$ cat src/rtl/vga_pkg.sv
// Shared types and default 640x480@60 timing for the VGA scan-out path.
// Top-level parameters default to these values.
package vga_pkg;

    typedef logic [7:0]  pixel_t;
    typedef logic [9:0]  coord_t;
    typedef logic [23:0] rgb_t;

    localparam int VGA_H_VIS  = 640;
    localparam int VGA_H_FP   = 16;
    localparam int VGA_H_SYNC = 96;
    localparam int VGA_H_BP   = 48;
    localparam int VGA_V_VIS  = 480;
    localparam int VGA_V_FP   = 10;
    localparam int VGA_V_SYNC = 2;
    localparam int VGA_V_BP   = 33;

    localparam int VGA_IMG_W  = 256;
    localparam int VGA_IMG_H  = 256;
    localparam int VGA_IMG_X0 = 192;
    localparam int VGA_IMG_Y0 = 112;

    localparam logic [31:0] VGA_BASE0 = 32'd0;
    localparam logic [31:0] VGA_BASE1 = 32'd65536;

    localparam int H_TOTAL  = VGA_H_VIS + VGA_H_FP + VGA_H_SYNC + VGA_H_BP;
    localparam int V_TOTAL  = VGA_V_VIS + VGA_V_FP + VGA_V_SYNC + VGA_V_BP;
    localparam int HS_START = VGA_H_VIS + VGA_H_FP;
    localparam int HS_END   = HS_START + VGA_H_SYNC;
    localparam int VS_START = VGA_V_VIS + VGA_V_FP;
    localparam int VS_END   = VS_START + VGA_V_SYNC;

endpackage

$ cat src/rtl/vga_timing_counter.sv
// Stage-0 raster counters with raw (undelayed) sync and visible decode.
// Counts wrap at the end of each line and at the end of the last line.
module vga_timing_counter
    import vga_pkg::*;
#(
    parameter int H_VIS  = VGA_H_VIS,
    parameter int H_FP   = VGA_H_FP,
    parameter int H_SYNC = VGA_H_SYNC,
    parameter int H_BP   = VGA_H_BP,
    parameter int V_VIS  = VGA_V_VIS,
    parameter int V_FP   = VGA_V_FP,
    parameter int V_SYNC = VGA_V_SYNC,
    parameter int V_BP   = VGA_V_BP
) (
    input  logic       clk,
    input  logic       i_rst_n,
    output logic [9:0] o_h,
    output logic [9:0] o_v,
    output logic       o_hsync_n,
    output logic       o_vsync_n,
    output logic       o_visible
);

    localparam coord_t H_MAX = coord_t'(H_VIS + H_FP + H_SYNC + H_BP - 1);
    localparam coord_t V_MAX = coord_t'(V_VIS + V_FP + V_SYNC + V_BP - 1);
    localparam coord_t HS_B  = coord_t'(H_VIS + H_FP);
    localparam coord_t HS_E  = coord_t'(H_VIS + H_FP + H_SYNC);
    localparam coord_t VS_B  = coord_t'(V_VIS + V_FP);
    localparam coord_t VS_E  = coord_t'(V_VIS + V_FP + V_SYNC);
    localparam coord_t HV    = coord_t'(H_VIS);
    localparam coord_t VV    = coord_t'(V_VIS);

    coord_t r_h;
    coord_t r_v;

    always_ff @(posedge clk or negedge i_rst_n) begin
        if (!i_rst_n) begin
            r_h <= '0;
            r_v <= '0;
        end else if (r_h == H_MAX) begin
            r_h <= '0;
            r_v <= (r_v == V_MAX) ? '0 : r_v + 10'd1;
        end else begin
            r_h <= r_h + 10'd1;
        end
    end

    assign o_h       = r_h;
    assign o_v       = r_v;
    assign o_hsync_n = !(r_h >= HS_B && r_h < HS_E);
    assign o_vsync_n = !(r_v >= VS_B && r_v < VS_E);
    assign o_visible = (r_h < HV) && (r_v < VV);

endmodule

$ cat src/rtl/vga_scanout_engine.sv
// Pixel-clock scan-out: window address generation, framebuffer fetch and
// a two-stage pipeline keeping sync, frame pulse and pixel data aligned.
module vga_scanout_engine
    import vga_pkg::*;
#(
    parameter int          H_VIS  = VGA_H_VIS,
    parameter int          H_FP   = VGA_H_FP,
    parameter int          H_SYNC = VGA_H_SYNC,
    parameter int          H_BP   = VGA_H_BP,
    parameter int          V_VIS  = VGA_V_VIS,
    parameter int          V_FP   = VGA_V_FP,
    parameter int          V_SYNC = VGA_V_SYNC,
    parameter int          V_BP   = VGA_V_BP,
    parameter int          IMG_W  = VGA_IMG_W,
    parameter int          IMG_H  = VGA_IMG_H,
    parameter int          IMG_X0 = VGA_IMG_X0,
    parameter int          IMG_Y0 = VGA_IMG_Y0,
    parameter logic [31:0] BASE0  = VGA_BASE0,
    parameter logic [31:0] BASE1  = VGA_BASE1
) (
    input  logic        clk,
    input  logic        reset,
    input  logic        image_select,
    output logic [31:0] mem_addr,
    input  logic [7:0]  mem_rdata,
    output logic        hsync,
    output logic        vsync,
    output logic [23:0] rgb_out,
    output logic        frame_start
);

    localparam coord_t WX0 = coord_t'(IMG_X0);
    localparam coord_t WX1 = coord_t'(IMG_X0 + IMG_W);
    localparam coord_t WY0 = coord_t'(IMG_Y0);
    localparam coord_t WY1 = coord_t'(IMG_Y0 + IMG_H);

    coord_t      w_h;
    coord_t      w_v;
    logic        w_hs_n;
    logic        w_vs_n;
    logic        w_vis;
    logic        w_in_win;
    logic        w_frame;

    logic [31:0] r_addr;
    logic [31:0] r_last;
    logic        r_win1;
    logic        r_hs1;
    logic        r_vs1;
    logic        r_fs1;
    rgb_t        r_rgb;
    logic        r_hs2;
    logic        r_vs2;
    logic        r_fs2;
    pixel_t      w_pix;

    vga_timing_counter #(
        .H_VIS  (H_VIS),
        .H_FP   (H_FP),
        .H_SYNC (H_SYNC),
        .H_BP   (H_BP),
        .V_VIS  (V_VIS),
        .V_FP   (V_FP),
        .V_SYNC (V_SYNC),
        .V_BP   (V_BP)
    ) u_tc (
        .clk       (clk),
        .i_rst_n   (reset),
        .o_h       (w_h),
        .o_v       (w_v),
        .o_hsync_n (w_hs_n),
        .o_vsync_n (w_vs_n),
        .o_visible (w_vis)
    );

    assign w_in_win = w_vis && (w_h >= WX0) && (w_h < WX1)
                      && (w_v >= WY0) && (w_v < WY1);
    assign w_frame  = (w_h == '0) && (w_v == '0);

    // r_addr is the next window read; selecting the base at (0,0) only
    // keeps a whole frame on one image even if image_select moves.
    always_ff @(posedge clk or negedge reset) begin
        if (!reset) begin
            r_addr <= BASE0;
            r_last <= BASE0;
        end else if (w_frame) begin
            r_addr <= image_select ? BASE1 : BASE0;
        end else if (w_in_win) begin
            r_addr <= r_addr + 32'd1;
            r_last <= r_addr;
        end
    end

    assign mem_addr = w_in_win ? r_addr : r_last;
    assign w_pix    = mem_rdata;

    always_ff @(posedge clk or negedge reset) begin
        if (!reset) begin
            r_win1 <= 1'b0;
            r_hs1  <= 1'b1;
            r_vs1  <= 1'b1;
            r_fs1  <= 1'b0;
            r_rgb  <= '0;
            r_hs2  <= 1'b1;
            r_vs2  <= 1'b1;
            r_fs2  <= 1'b0;
        end else begin
            r_win1 <= w_in_win;
            r_hs1  <= w_hs_n;
            r_vs1  <= w_vs_n;
            r_fs1  <= w_frame;
            r_rgb  <= r_win1 ? {w_pix, w_pix, w_pix} : '0;
            r_hs2  <= r_hs1;
            r_vs2  <= r_vs1;
            r_fs2  <= r_fs1;
        end
    end

    assign rgb_out     = r_rgb;
    assign hsync       = r_hs2;
    assign vsync       = r_vs2;
    assign frame_start = r_fs2;

endmodule

$ cat config.mk
export PLATFORM = sky130hd
export DESIGN_NAME = vga_scanout_engine
export DESIGN_NICKNAME = d
export VERILOG_FILES = /design/src/rtl/vga_pkg.sv /design/src/rtl/vga_timing_counter.sv /design/src/rtl/vga_scanout_engine.sv
export SDC_FILE = /design/constraint.sdc
export NUM_CORES = 1
export LEC_CHECK = 0
export CAP_MARGIN = 20
export CORE_ASPECT_RATIO = 2
export CORE_MARGIN = 2
export CORE_UTILIZATION = 57
export CTS_BUF_LIST = sky130_fd_sc_hd__clkbuf_2
export DETAILED_ROUTE_END_ITERATION = 12
export PLACE_DENSITY = 0.83
export SLEW_MARGIN = 30
export SYNTH_ARGS = -nofsm -noshare
export SYNTH_HDL_FRONTEND = slang
export SYNTH_SLANG_ARGS = --single-unit
$ cat constraint.sdc
create_clock -name clk -period 2.7 [get_ports clk]
set_clock_uncertainty 0.05 [all_clocks]
set_input_delay 0.54 -clock clk [delete_from_list [all_inputs] [get_ports clk]]
set_output_delay 0.54 -clock clk [all_outputs]
set_load 0.02 [all_outputs]
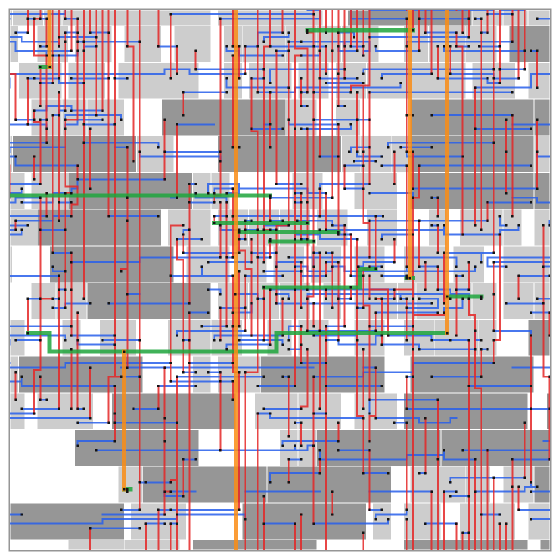
(run_1/closeup.png)
Window x 15 to 55, y 21 to 61 um. Cells in gray, sequential cells in the stronger gray; small squares are vias.
legend:
  M2:
    color: red
  M4:
    color: orange
  M3:
    color: green
  M1:
    color: blue
cells with their middle in the window: 116
sequential cells in the window: 22
netlist names of flops here include: r_addr (12), u_tc.o_v (5), r_last (2)
most frequent: dfrtp_1 (22), nor2_1 (13)

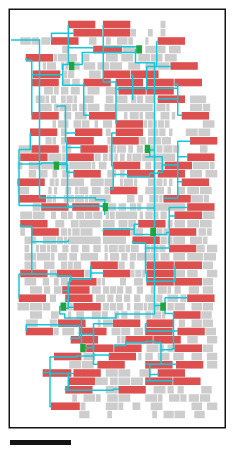
(run_1/clock_wires.png)
Bar = 20 um.
legend:
  flip-flops:
    color: red
    count: 99
  clock wires:
    color: cyan
    length: 1120 um
  clock-net drivers:
    color: green
    count: 9
flops lie: spread over the die
clock group power: 0.000797 W
clock network fraction of design power: 34.2%

==> summary.txt, run 1 <==
Status of the implementation.

- The area share of the largest cell type after synthesis is 47.39%, for reference.
- 300 cells are multi-input combinational gates.
- For reference, the final report shows the max-slew violation count at 0.
- The number of global-route vias before repair is 3631, for reference.
- The busiest metal layer after global routing is met2, for reference.
- Cells fill 70.35% of the core in the end.
- The met3 wire length is 414 um, for reference.
- The longest clock path from root to sink contains 2 buffers.
- The biggest fanout along the worst timing path is 14, for reference.
- Per the area breakdown, the dominant cell category is registers.
- The placer's final routability congestion estimate is 0.8551, for reference.
- The worst path uses 108.7% of the clock period.
- The global-route track usage on met2 is 42.92%, for reference.
- The flow ran to the end, but the final reports show violations.
- The number of buffer and inverter instances along the worst setup path is 3, for reference.
- The tally of buffers added on design ports is 69, for reference.
- After layout, the worst setup slack is -0.2340 ns.
- The peak clock frequency supported by timing is 0.3408 GHz, for reference.
- Per the detail_route log, met2 wirelength is 6089 um.
- Post-CTS timing repair inserted 8 buffers for setup.
- At the worst endpoint, the arrival time is 2.34 ns.
- The main area contributors are sky130_fd_sc_hd__dfrtp_1 (47%), sky130_fd_sc_hd__mux2_2 (15%), sky130_fd_sc_hd__xnor2_1 (5.2%).
- The fill cell instance count of the final layout is 633, for reference.
- In the final layout, flip-flops and latches take up 41.09% of the cell area.
- After layout, the clock buffer instance count stands at 11.
- Warnings reported by Yosys during synthesis add up to 0.
- The endpoint class of the critical path is an output pin, for reference.
- In this run, CTS created clock tree buffers numbering 9.
- Summing all flip-flop and latch instances after layout gives 2482 um2.
- The kind of launch point of the worst setup path is a register, for reference.
- For this block, the via count after detailed routing is 3723.
- For reference, full adder, half adder and majority cells occupy 1.247% of the area reported after synthesis.
- The vias per cell is 5.891, for reference.
- The share of synthesized cell area in and-or and or-and compound cells is 3.642%, for reference.
- The wire length of the first global-routing pass is 17800 um, for reference.
- The areal power density over the cells is 386.1 nW/um2, for reference.
- The number of cells on the worst reg-to-reg path is 8, for reference.
- The region available for standard cell placement spans 8588 um2.
- The max-slew check reports its worst relative slack as 59.73%.
- Power comes to 0.002333 W.
- Across all hold checks on the routed design, the worst slack comes to 0.3247 ns.
- The starting density of the core is 58.41%, for reference.
- The count of endpoints failing setup in the final report is 32, for reference.
- The latest clock arrival within the worst-skew pair is 0.61 ns, for reference.
- Counting distinct cell types in the post-synthesis netlist gives 47.
- The critical register-to-register path endpoint is r_addr[1]$_DFFE_PN0P_, for reference.
- The depth of the CTS H-tree is 3, for reference.
- Routed signal wires occupy layers up through met4.
- The DRC violation total after the first TritonRoute iteration is 296, for reference.
- The launch point of the worst reg-to-reg path is u_tc.o_h[6]$_DFF_PN0_, for reference.
- The clock tree has to reach 99 sinks.
- When the netlist entered floorplanning its net count stood at 465.
- The row count is 48, for reference.
- After detailed routing, the average wire length per cell comes to 17.16 um.
- The mean post-synth cell area is 11.17 um2, for reference.
- The number of antenna-violating nets in the routed design is 0, for reference.
- The netlist area before placement is 5016 um2, for reference.
- In the global route stage, overall resource usage came out at 23.65%.
- The final reports fail on setup timing.
- In this run, post-CTS repair resized a total of 132 instances.
- The worst setup path endpoint is mem_addr[18], for reference.
- Per STA, the worst path accumulates the most delay in the family flip-flops.
- The y dimension of the die is 136.7 um, for reference.
- Once layout is done, the placed cells without fillers occupy 6042 um2.
- The master of the slowest instance on the critical path is sky130_fd_sc_hd__dfrtp_1, for reference.
- The classification of the worst setup path is register to output pin, for reference.
- The minimum setup slack after placement is 0.02204 ns, for reference.
- The most used flip-flop cell after synthesis is sky130_fd_sc_hd__dfrtp_1.
- Of all the cell area in the finished design, non-clock buffers hold 16.15%.
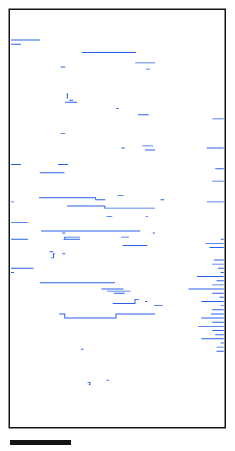
(run_1/m3.png)
Bar = 20 um.
main direction: horizontal
share of all routed wire: 3.8%
wire length on this layer: 414 um
nets with wire on the layer: 63
longest straight run: 32.2 um
Total Routed Length: 10840 um
met3 GRT Util: 4.566%

[run 1: power groups by stage]
stage / clock, W / combinational, W / sequential (W)
5_1_grt: 0.000874 / 0.0000543 / 0.00149
2_1_floorplan: 0 / 0.000000856 / 0.00151
3_5_place_dp: 0 / 0.0000490 / 0.00151
3_3_place_gp: 0 / 0.0000482 / 0.00151
4_1_cts: 0.000816 / 0.0000503 / 0.00149
6_report: 0.000797 / 0.0000477 / 0.00149
[run 1: registers in the layout (all words and copies together), names as in the netlist]
register	flops
r_addr	32
u_tc.o_v	10
r_hs1	1
r_last	32
vsync	1
u_tc.o_h	10
r_vs1	1
hsync	1
rgb_out	8
r_fs1	1
frame_start	1
r_win1	1
==> run_1/placed.png <==
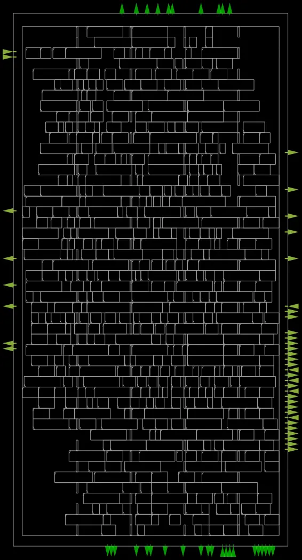

--- run 2 (diff from run 1) ---
==> constraint.sdc (replaced) <==
create_clock -name clk -period 3.04 [get_ports clk]
set_clock_uncertainty 0.05 [all_clocks]
set_input_delay 0.608 -clock clk [delete_from_list [all_inputs] [get_ports clk]]
set_output_delay 0.608 -clock clk [all_outputs]
set_load 0.01 [all_outputs]
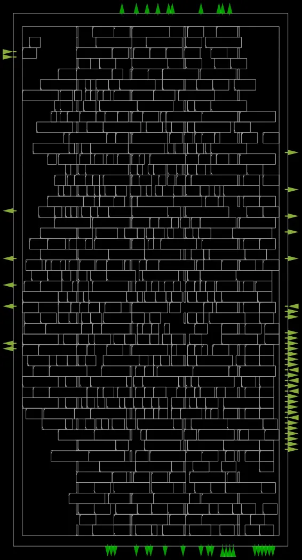
(run_2/placed.png)
number of core rows: 48
final cell count without fillers: 629
registers: 99
flop share of the area: 39.59%

==> run 2 against run 1 <==
  * The flow now finishes without violations
  * Die size is the same
  * Sequential cell count unchanged
  * Combinational power fell by 12%
  * Critical path depth is the same
  * Synthesized cell count did not move
  * Critical endpoint unchanged
  * Highest routed layer unchanged
==> summary.txt, run 2 <==
Status of the implementation.

- The vias per cell is 6.006 (+2.0%), for reference.
- The critical register-to-register path endpoint is r_addr[1]$_DFFE_PN0P_, for reference.
- For reference, the critical path cell chain is a31oi_4, xor2_2, nor2_4, buf_12, clkbuf_16, mux2_4, buf_6.
- For this run the detailed placement stage logged an HPWL of 6958 um.
- The aggregate negative setup slack is 0 ns, for reference.
- The met3 wire length is 485 um (+17%), for reference.
- The master of the slowest instance on the critical path is sky130_fd_sc_hd__dfrtp_1, for reference.
- The classification of the worst setup path is register to output pin, for reference.
- The depth of the CTS H-tree came to 3 (unchanged).
- The flow ran to the end, and the final reports show no timing, DRC or antenna violations.
- The number of cells on the worst reg-to-reg path is 8 (unchanged), for reference.
- The area of all placed cells without fillers is 6295 um2 (+4.2%).
- After synthesis, flip-flops and latches occupy 49.49% of the total area.
- The number of antenna violations at the first check in global routing came to 1.
- Once synthesis finished, the tally of register bits stood at 99.
- Global route summary, busiest routing layer listed as met2.
- The number of antenna-violating nets in the routed design came to 0 (unchanged).
- The area of the multi-input gates is 2375 um2, for reference.
- After layout the clock buffers and inverters come to 2.067% of cell area.
- The count of endpoints failing setup in the final report came to 0 (-100%).
- Along the worst hold path, the cell count comes to 0.
- The count of multi-input gates was 300 (unchanged).
- Looking at the area split, the leading class of cells is registers.
- The wire length on met2 is 6417 um (+5.4%), for reference.
- After detailed routing, the number of remaining DRC violations is 0.
- The most frequently used cell type in the post-synthesis netlist is sky130_fd_sc_hd__dfrtp_1, for reference.
- The net count of the finished layout is 539, for reference.
- The inverter count of the layout excluding clock inverters is 10, for reference.
- The final count of pins violating max slew came to 0 (unchanged).
- In the hold report, the worst path ends at vsync$_DFF_PN1_.
- The synthesized design contains 0 enable-type register cells.
- By count the netlist is led by sky130_fd_sc_hd__dfrtp_1 (95), sky130_fd_sc_hd__mux2_2 (65), sky130_fd_sc_hd__nor2_1 (36).
- The cell type with the largest total area is sky130_fd_sc_hd__dfrtp_1, for reference.
- The latest clock arrival within the worst-skew pair came to 0.59 ns (-0.02 ns).
- The proportion of layout cells with a drive suffix above 1 is 32.58%, for reference.
- The number of hold buffers added after CTS was 1.
- The final hold violation count is 0, for reference.
- The number of cells in Yosys stat is 449, for reference.
- The dominant logic cell type in the layout is sky130_fd_sc_hd__dfrtp_1, for reference.
- The multi-input logic portion of the cell area is 37.73%, for reference.
- The chip area is 9612 um2, for reference.
- The minimum hold slack is 0.3221 ns (-0.002631 ns), for reference.
- The cell family contributing the most delay on the critical path is flip-flops, for reference.
- The netlist area before placement is 5016 um2 (unchanged), for reference.
- The critical path starts at u_tc.o_v[5]$_DFFE_PN0N_.
- In this run the register-to-register setup slack is 0.48 ns.
- After synthesis, the share of flip-flops with an asynchronous set or reset is 100.0%.
- The largest net degree at the start of global routing is 64, for reference.
- The core area is 8588 um2 (unchanged), for reference.
- The worst slew margin relative to its limit is 56.13% (-3.6 points), for reference.
- The smallest clock period supported by the final layout is computed as 3.028 ns.
- The global routing usage on met3 is 5.155% (+0.59 points), for reference.
- The launch point of the worst reg-to-reg path is u_tc.o_h[7]$_DFF_PN0_, for reference.
- The final-layout clock buffer total was 14 (+3).
- The maximum root-to-sink buffer count was 2 (unchanged).
- The total leakage power is 2.847 nW, for reference.
- Synthesis produced a netlist whose cell count is 449.
- The number of search-and-repair iterations in the first detailed-routing pass is 6, for reference.
- The wire length of the first global-routing pass was 18850 um (+5.9%).
- The placer's final routability congestion estimate is 0.8689 (+1.6%), for reference.
- 70 I/O pins were placed.
- The critical path data required time is 2.38 ns, for reference.
- The highest supply drop recorded on VDD is 0.2614 mV.
- The total routing resource utilization after global routing is 24.85% (+1.2 points), for reference.
- The proportion of final cell area spent on non-clock buffers was 17.99% (+1.8 points).
- The global-route track usage on met2 is 43.13% (+0.21 points), for reference.
- The warning count from the yosys run was 0 (unchanged).
- The most common flop cell mapped by yosys is sky130_fd_sc_hd__dfrtp_1, for reference.
- The post-detailed-routing wire length is 11600 um (+7.0%).
- The worst endpoint data arrival time is 2.37 ns (+0.03 ns).
- OpenROAD reports that the post-layout worst path occupies 99.59% of the period.
- The highest metal layer with signal wires is met4, for reference.
- For this run, the slowest stage of the critical path takes 0.48 ns.
- The slack of the critical path is 0.01246 ns (+0.2465 ns).
- The number of distinct library cells after synthesis is 47 (unchanged), for reference.
- The number of buffers inserted by post-CTS setup repair is 12 (+4), for reference.
- The width of the die is 70.33 um, for reference.
- The tally of buffers added on design ports is 69 (unchanged), for reference.
- In this run the worst setup path terminates at mem_addr[18].
- The total number of vias is 3778 (+1.5%).
- The library cell used as clock root buffer is sky130_fd_sc_hd__clkbuf_2, for reference.
- Setup repair after global routing could not meet its margin everywhere.
- STA lists the startpoint of the worst hold path as r_vs1$_DFF_PN1_.
- The detailed-route wire length on metal 1 is 4423 um, for reference.
- The area share of the largest cell type after synthesis came to 47.39% (unchanged).
- Per the placement report, the placed cell count is 587.
- The most critical min-delay path falls under register to register.
- The DRC violation total after the first TritonRoute iteration is 306 (+3.4%), for reference.
- In this run the number of cells on the critical path is 7.
- The minimum setup slack after placement is 0.2100 ns (+0.1880 ns).
- Derived from the worst setup path, the maximum achievable clock frequency is 0.3303 GHz.
- The total tool warning count is 30, for reference.
- The mean post-synth cell area is 11.17 um2 (unchanged), for reference.
- The total design power came to 0.002069 W (-11%).
- The area taken by flip-flops and latches is 2492 um2 (+0.40%).
- The kind of launch point of the worst setup path is a register, for reference.
- The endpoint class of the critical path is an output pin, for reference.
- The largest registers in the layout are r_addr (32), r_last (32).
- The biggest fanout along the worst timing path is 6 (-8), for reference.
- The number of buffer and inverter instances along the worst setup path is 3 (unchanged), for reference.
- The global-route track usage on met1 is 30.01%, for reference.
- The synthesized net count is 465 (unchanged).
- The instance area after placement is 5684 um2, for reference.
- The average wire per cell in the routed design is 18.45 um (+7.5%).
- The y dimension of the die is 136.7 um (unchanged), for reference.
- The number of sinks on the clock net is 99 (unchanged), for reference.
- The number of gates given a new drive strength after cts is 142 (+7.6%).
- The number of maximum-capacitance violations is 0, for reference.
- The clock buffer count from CTS is 9 (unchanged), for reference.
- The fill cell instance count of the final layout is 567 (-10%).
- The starting density of the core is 58.41% (unchanged), for reference.
- The clock tree from TritonCTS is built, for reference.
- The number of global-route vias before repair is 3765 (+3.7%).
- The areal power density over the cells is 328.7 nW/um2 (-15%), for reference.
- The transition time recorded at the tightest slew-check pin is 0.6544 ns.
- The number of non-clock buffers in the layout is 103, for reference.
- For reference, the top cells by area after synthesis are sky130_fd_sc_hd__dfrtp_1 (47%), sky130_fd_sc_hd__mux2_2 (15%), sky130_fd_sc_hd__xnor2_1 (5.2%).
- The yosys-reported design area after synthesis is 5016 um2, for reference.
- The utilization after layout is 73.30% (+2.9 points), for reference.
-- run 2: cell counts after synthesis --
Identical to the previous run, type by type.
-- run 2: kinds of logic (layout without fill, tap and decap cells) --
| kind of cell | after synthesis | count (layout) | share of synthesized area, % |
|---|---|---|---|
| buffers and inverters | 50 | 129 | 5.787 |
| flip-flops | 99 | 99 | 49.49 |
| multiplexers | 66 | 66 | 14.79 |
| XOR/XNOR | 36 | 36 | 6.286 |
| adder cells (fa/ha/maj) | 5 | 5 | 1.247 |
| AND-OR/OR-AND | 28 | 28 | 3.642 |
| AND/OR/NAND/NOR | 165 | 165 | 18.76 |
| other | 0 | 1 | 0 |
-- run 2: report_power, final --
part           switching, W  internal, W
Clock              0.000416     0.000290
Combinational     0.0000270    0.0000148
Sequential      0.000000983      0.00132
No activity file was given, so power comes from the tool's default toggle rates.
